--- src/rtl/fir_stream_if.sv ---
// Streaming FIR bus: sample input handshake, result output handshake,
// coefficient write port and synchronous flush.
interface fir_stream_if #(
  parameter int unsigned DW   = 4,
  parameter int unsigned CW   = 4,
  parameter int unsigned TAPS = 4,
  parameter int unsigned OW   = 10
);
  localparam int unsigned AW = $clog2(TAPS);

  logic          clr;
  logic [DW-1:0] x;
  logic          in_valid;
  logic          in_ready;
  logic [OW-1:0] q;
  logic          out_valid;
  logic          out_ready;
  logic          coef_we;
  logic [AW-1:0] coef_addr;
  logic [CW-1:0] coef_data;

  modport master (
    output clr, x, in_valid, out_ready, coef_we, coef_addr, coef_data,
    input  in_ready, q, out_valid
  );

  modport slave (
    input  clr, x, in_valid, out_ready, coef_we, coef_addr, coef_data,
    output in_ready, q, out_valid
  );
endinterface

--- src/rtl/fir_stream.sv ---
// Unsigned streaming FIR with writable coefficients: S1 holds the per-tap
// products of the freshly shifted delay line, S2 holds the clamped sum.
module fir_stream #(
  parameter int unsigned DW   = 4,
  parameter int unsigned CW   = 4,
  parameter int unsigned TAPS = 4,
  parameter int unsigned OW   = 10
) (
  input logic        clk,
  input logic        rst,
  fir_stream_if.slave bus
);
  localparam int unsigned AW = $clog2(TAPS);
  localparam int unsigned PW = DW + CW;
  localparam int unsigned FW = DW + CW + AW;

  logic [DW-1:0] r_dl   [TAPS];
  logic [CW-1:0] r_coef [TAPS];
  logic [PW-1:0] r_prod [TAPS];
  logic          r_v1;
  logic          r_v2;
  logic [OW-1:0] r_q;

  logic          w_advance;
  logic          w_coef_hit;
  logic [DW-1:0] w_dl_nxt [TAPS];
  logic [FW-1:0] w_sum;
  logic [OW-1:0] w_sat;

  // The whole pipeline freezes only when a result sits unconsumed in S2.
  assign w_advance  = !(r_v2 && !bus.out_ready);
  assign w_coef_hit = bus.coef_we && (32'(bus.coef_addr) < TAPS);

  assign bus.in_ready  = w_advance;
  assign bus.q         = r_q;
  assign bus.out_valid = r_v2;

  always_comb begin
    w_dl_nxt[0] = bus.x;
    for (int unsigned k = 1; k < TAPS; k++) begin
      w_dl_nxt[k] = r_dl[k-1];
    end
  end

  always_comb begin
    w_sum = '0;
    for (int unsigned k = 0; k < TAPS; k++) begin
      w_sum = w_sum + FW'(r_prod[k]);
    end
  end

  if (OW >= FW) begin : g_ext
    assign w_sat = OW'(w_sum);
  end else begin : g_clamp
    assign w_sat = (|w_sum[FW-1:OW]) ? '1 : w_sum[OW-1:0];
  end

  // Coefficients reset to 1 so an unconfigured filter is a moving sum.
  always_ff @(posedge clk or negedge rst) begin
    if (!rst) begin
      for (int unsigned k = 0; k < TAPS; k++) begin
        r_coef[k] <= CW'(1);
      end
    end else if (w_coef_hit) begin
      r_coef[bus.coef_addr] <= bus.coef_data;
    end
  end

  // Products sample r_coef before this edge's write lands, so a sample taking
  // the same edge as a coefficient write sees the old value.
  always_ff @(posedge clk or negedge rst) begin
    if (!rst) begin
      for (int unsigned k = 0; k < TAPS; k++) begin
        r_dl[k]   <= '0;
        r_prod[k] <= '0;
      end
      r_v1 <= 1'b0;
      r_v2 <= 1'b0;
      r_q  <= '0;
    end else if (bus.clr) begin
      for (int unsigned k = 0; k < TAPS; k++) begin
        r_dl[k] <= '0;
      end
      r_v1 <= 1'b0;
      r_v2 <= 1'b0;
    end else if (w_advance) begin
      if (bus.in_valid) begin
        for (int unsigned k = 0; k < TAPS; k++) begin
          r_dl[k]   <= w_dl_nxt[k];
          r_prod[k] <= PW'(w_dl_nxt[k]) * PW'(r_coef[k]);
        end
      end
      r_v1 <= bus.in_valid;
      r_v2 <= r_v1;
      if (r_v1) begin
        r_q <= w_sat;
      end
    end
  end
endmodule

--- src/flat_wrapper.sv ---
// flat-port wrapper written by rule: the top's interface ports become plain ports
module fir_stream_flat 
#(
  parameter int unsigned DW   = 4,
  parameter int unsigned CW   = 4,
  parameter int unsigned TAPS = 4,
  parameter int unsigned OW   = 10
)
  (clk, rst, bus_clr, bus_x, bus_in_valid, bus_out_ready, bus_coef_we, bus_coef_addr, bus_coef_data, bus_in_ready, bus_q, bus_out_valid);
  fir_stream_if #(.DW(DW), .CW(CW), .TAPS(TAPS), .OW(OW)) bus_i ();
  input logic clk;
  input logic rst;
  input wire logic [$bits(bus_i.clr)-1:0] bus_clr;
  input wire logic [$bits(bus_i.x)-1:0] bus_x;
  input wire logic [$bits(bus_i.in_valid)-1:0] bus_in_valid;
  input wire logic [$bits(bus_i.out_ready)-1:0] bus_out_ready;
  input wire logic [$bits(bus_i.coef_we)-1:0] bus_coef_we;
  input wire logic [$bits(bus_i.coef_addr)-1:0] bus_coef_addr;
  input wire logic [$bits(bus_i.coef_data)-1:0] bus_coef_data;
  output wire logic [$bits(bus_i.in_ready)-1:0] bus_in_ready;
  output wire logic [$bits(bus_i.q)-1:0] bus_q;
  output wire logic [$bits(bus_i.out_valid)-1:0] bus_out_valid;
  assign bus_i.clr = bus_clr;
  assign bus_i.x = bus_x;
  assign bus_i.in_valid = bus_in_valid;
  assign bus_i.out_ready = bus_out_ready;
  assign bus_i.coef_we = bus_coef_we;
  assign bus_i.coef_addr = bus_coef_addr;
  assign bus_i.coef_data = bus_coef_data;
  assign bus_in_ready = bus_i.in_ready;
  assign bus_q = bus_i.q;
  assign bus_out_valid = bus_i.out_valid;
  fir_stream #(.DW(DW), .CW(CW), .TAPS(TAPS), .OW(OW)) u_core (.clk(clk), .rst(rst), .bus(bus_i));
endmodule
--- config.mk ---
export PLATFORM = sky130hd
export DESIGN_NAME = fir_stream_flat
export DESIGN_NICKNAME = d
export VERILOG_FILES = /design/src/rtl/fir_stream_if.sv /design/src/rtl/fir_stream.sv /design/src/flat_wrapper.sv
export SDC_FILE = /design/constraint.sdc
export NUM_CORES = 1
export LEC_CHECK = 0
export CAP_MARGIN = 20
export CORE_UTILIZATION = 25
export DETAILED_ROUTE_END_ITERATION = 10
export PLACE_DENSITY = 0.38
export SYNTH_ARGS = -nofsm -noshare
export SYNTH_HDL_FRONTEND = slang
export SYNTH_SLANG_ARGS = --single-unit
--- constraint.sdc ---
create_clock -name clk -period 3.8 [get_ports clk]
set_input_delay 0.57 -clock clk [delete_from_list [all_inputs] [get_ports clk]]
set_output_delay 0.57 -clock clk [all_outputs]
set_load 0.03 [all_outputs]
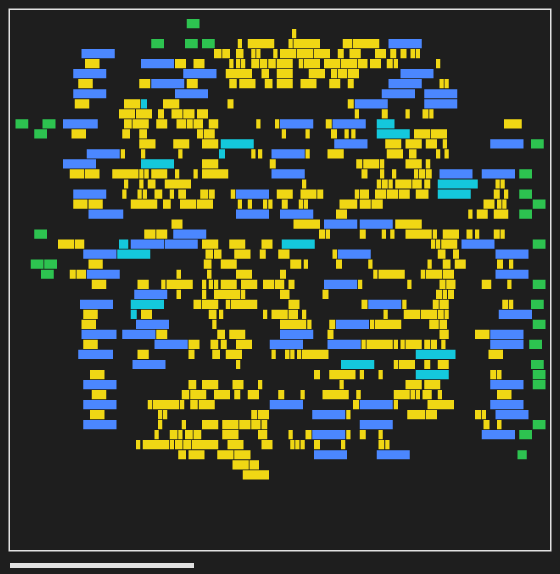
Figure 1: cells coloured by class.
Scale bar: 50 um.
colour	class	cells	share of their area
yellow	remaining logic cells	437	58%
blue	registers	72	31%
green	remaining buffers and delay cells	27	4.7%
cyan	clock drivers and dummy loads	16	5.6%

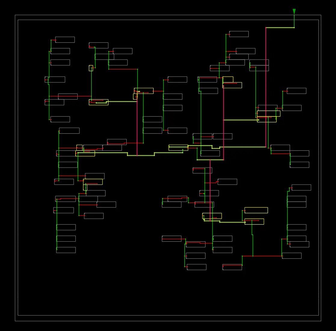
Figure 2: the clock network.
Clock Skew: 0.00786 ns
Clk. pwr: 919 uW

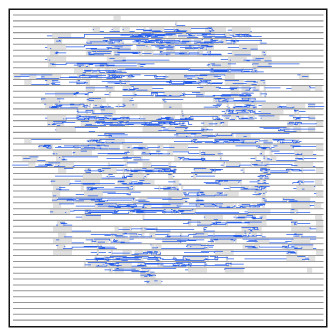
Figure 3: met1 routing.
Supply wires on this layer in grey.
wire length on this layer	5720 um
nets with wire on the layer	603
longest straight run	44.6 um
main direction	horizontal

==> run summary <==
impl run done, here's what came out: status=finished clean, grt ovf=0, P_comb=1.04 mW, clock period minus worst slack=3.29 ns, Top FF cell, synth=dfrtp_1, Worst-Margin Slew=0.940 ns, Critical Path Max Stage Delay=0.49 ns, Tot GR Track Use=0.113, Syn Nets=624, crit end category=flip-flop, post-synth top area cell=dfrtp_1, Post-CTS Hold Buffers=0, final-report hold violation count=0, sequential share of power=0.338, # placed instances=806, Flop area=1810 um^2, RSZ-0062 raised after global routing=no, clock sink total=72, setup bufs post-CTS=0, Main logic family=adder cells, Combinational Power Share=0.352, DPL Wire Length=8760 um, Final nets=653, Complex Gates by Area=0.123, Gate Area=3140 um^2, CP endpoint=u_core.bus.q[8]$_DFFE_PN0P_, P_seq=1.00 mW, clk buf depth=2, R2R setup slack=0.51 ns, Max Fclk=304 MHz, crit path max-delay cell type=fa_1, tool warnings=26, chip area=21500 um^2, busiest layer in global routing=met2, FA/HA/MAJ Cells, Area Fraction=0.253, logic share of the area=0.516, MUX area fraction=0.0410, GR Util met2=0.177, Area-dominant class=multi-input combinational cells, post-synthesis cell count from yosys=518, core area=20400 um^2
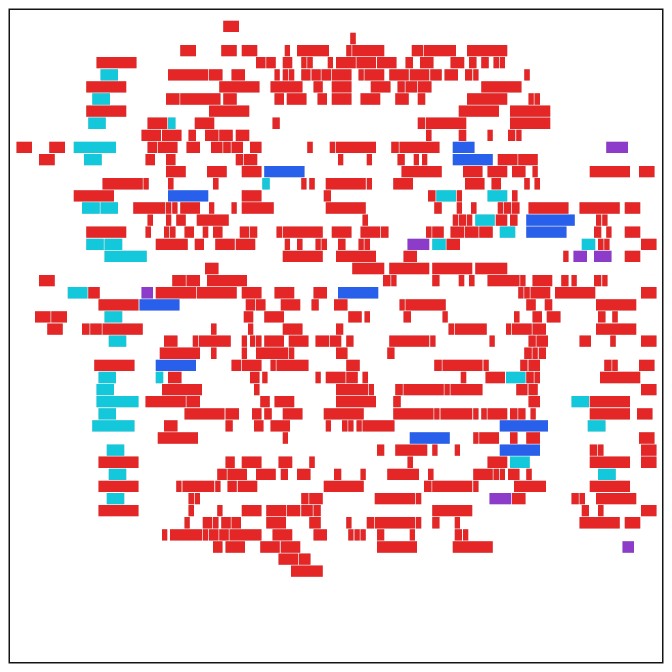
Figure 4: cell sizes after repair.
colour	size	cells	most used
cyan	x2	35	mux2_2
blue	x6 and larger	12	clkbuf_16
purple	x3 and x4	7	nor2b_4
red	x1 and smaller	498	nand2_1

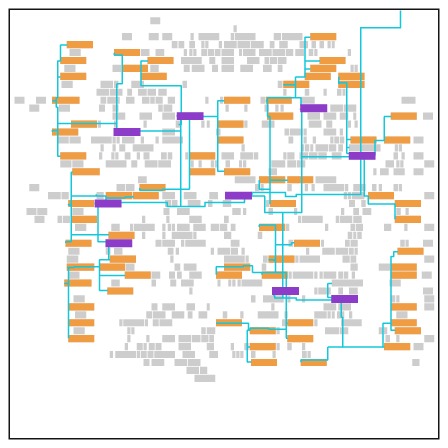
Figure 5: clock network drawn from the DEF.
[cyan] clock wires | length: 1180 um
[orange] flip-flops | count: 72
[purple] clock-net drivers | count: 9
routed clock nets	10
flops lie	all over the die
clock power share: 0.310
Clock Latency Late Sink: 0.34 ns

synthesized netlist by cell type (4+ instances only):
library cell   n
nor2_1         8
ha_1          64
dfstp_2        4
and2_1        34
inv_1         56
dfrtp_1       68
a22o_1        12
mux2_2        19
a31o_1         4
xor2_1        17
o21ai_1       10
buf_2          4
xnor2_1        9
fa_1          26
o21ai_0       25
nand3_1        7
a21o_1        13
a21oi_1       20
nand2_1       83
state kept, by name (all words and copies together) (netlist names):
name                  count
u_core.r_prod            32
u_core.r_coef            16
u_core.r_dl              12
u_core.bus.q             10
u_core.bus.out_valid      1
u_core.r_v1               1
per-layer routing:
metal	vias to the layer above	part of all wire
li1	1790	-
met1	1636	0.51
met2	36	0.45
met3	10	0.028
met4	0	0.014
met5	-	0
Power is estimated from default activity; no workload was simulated.
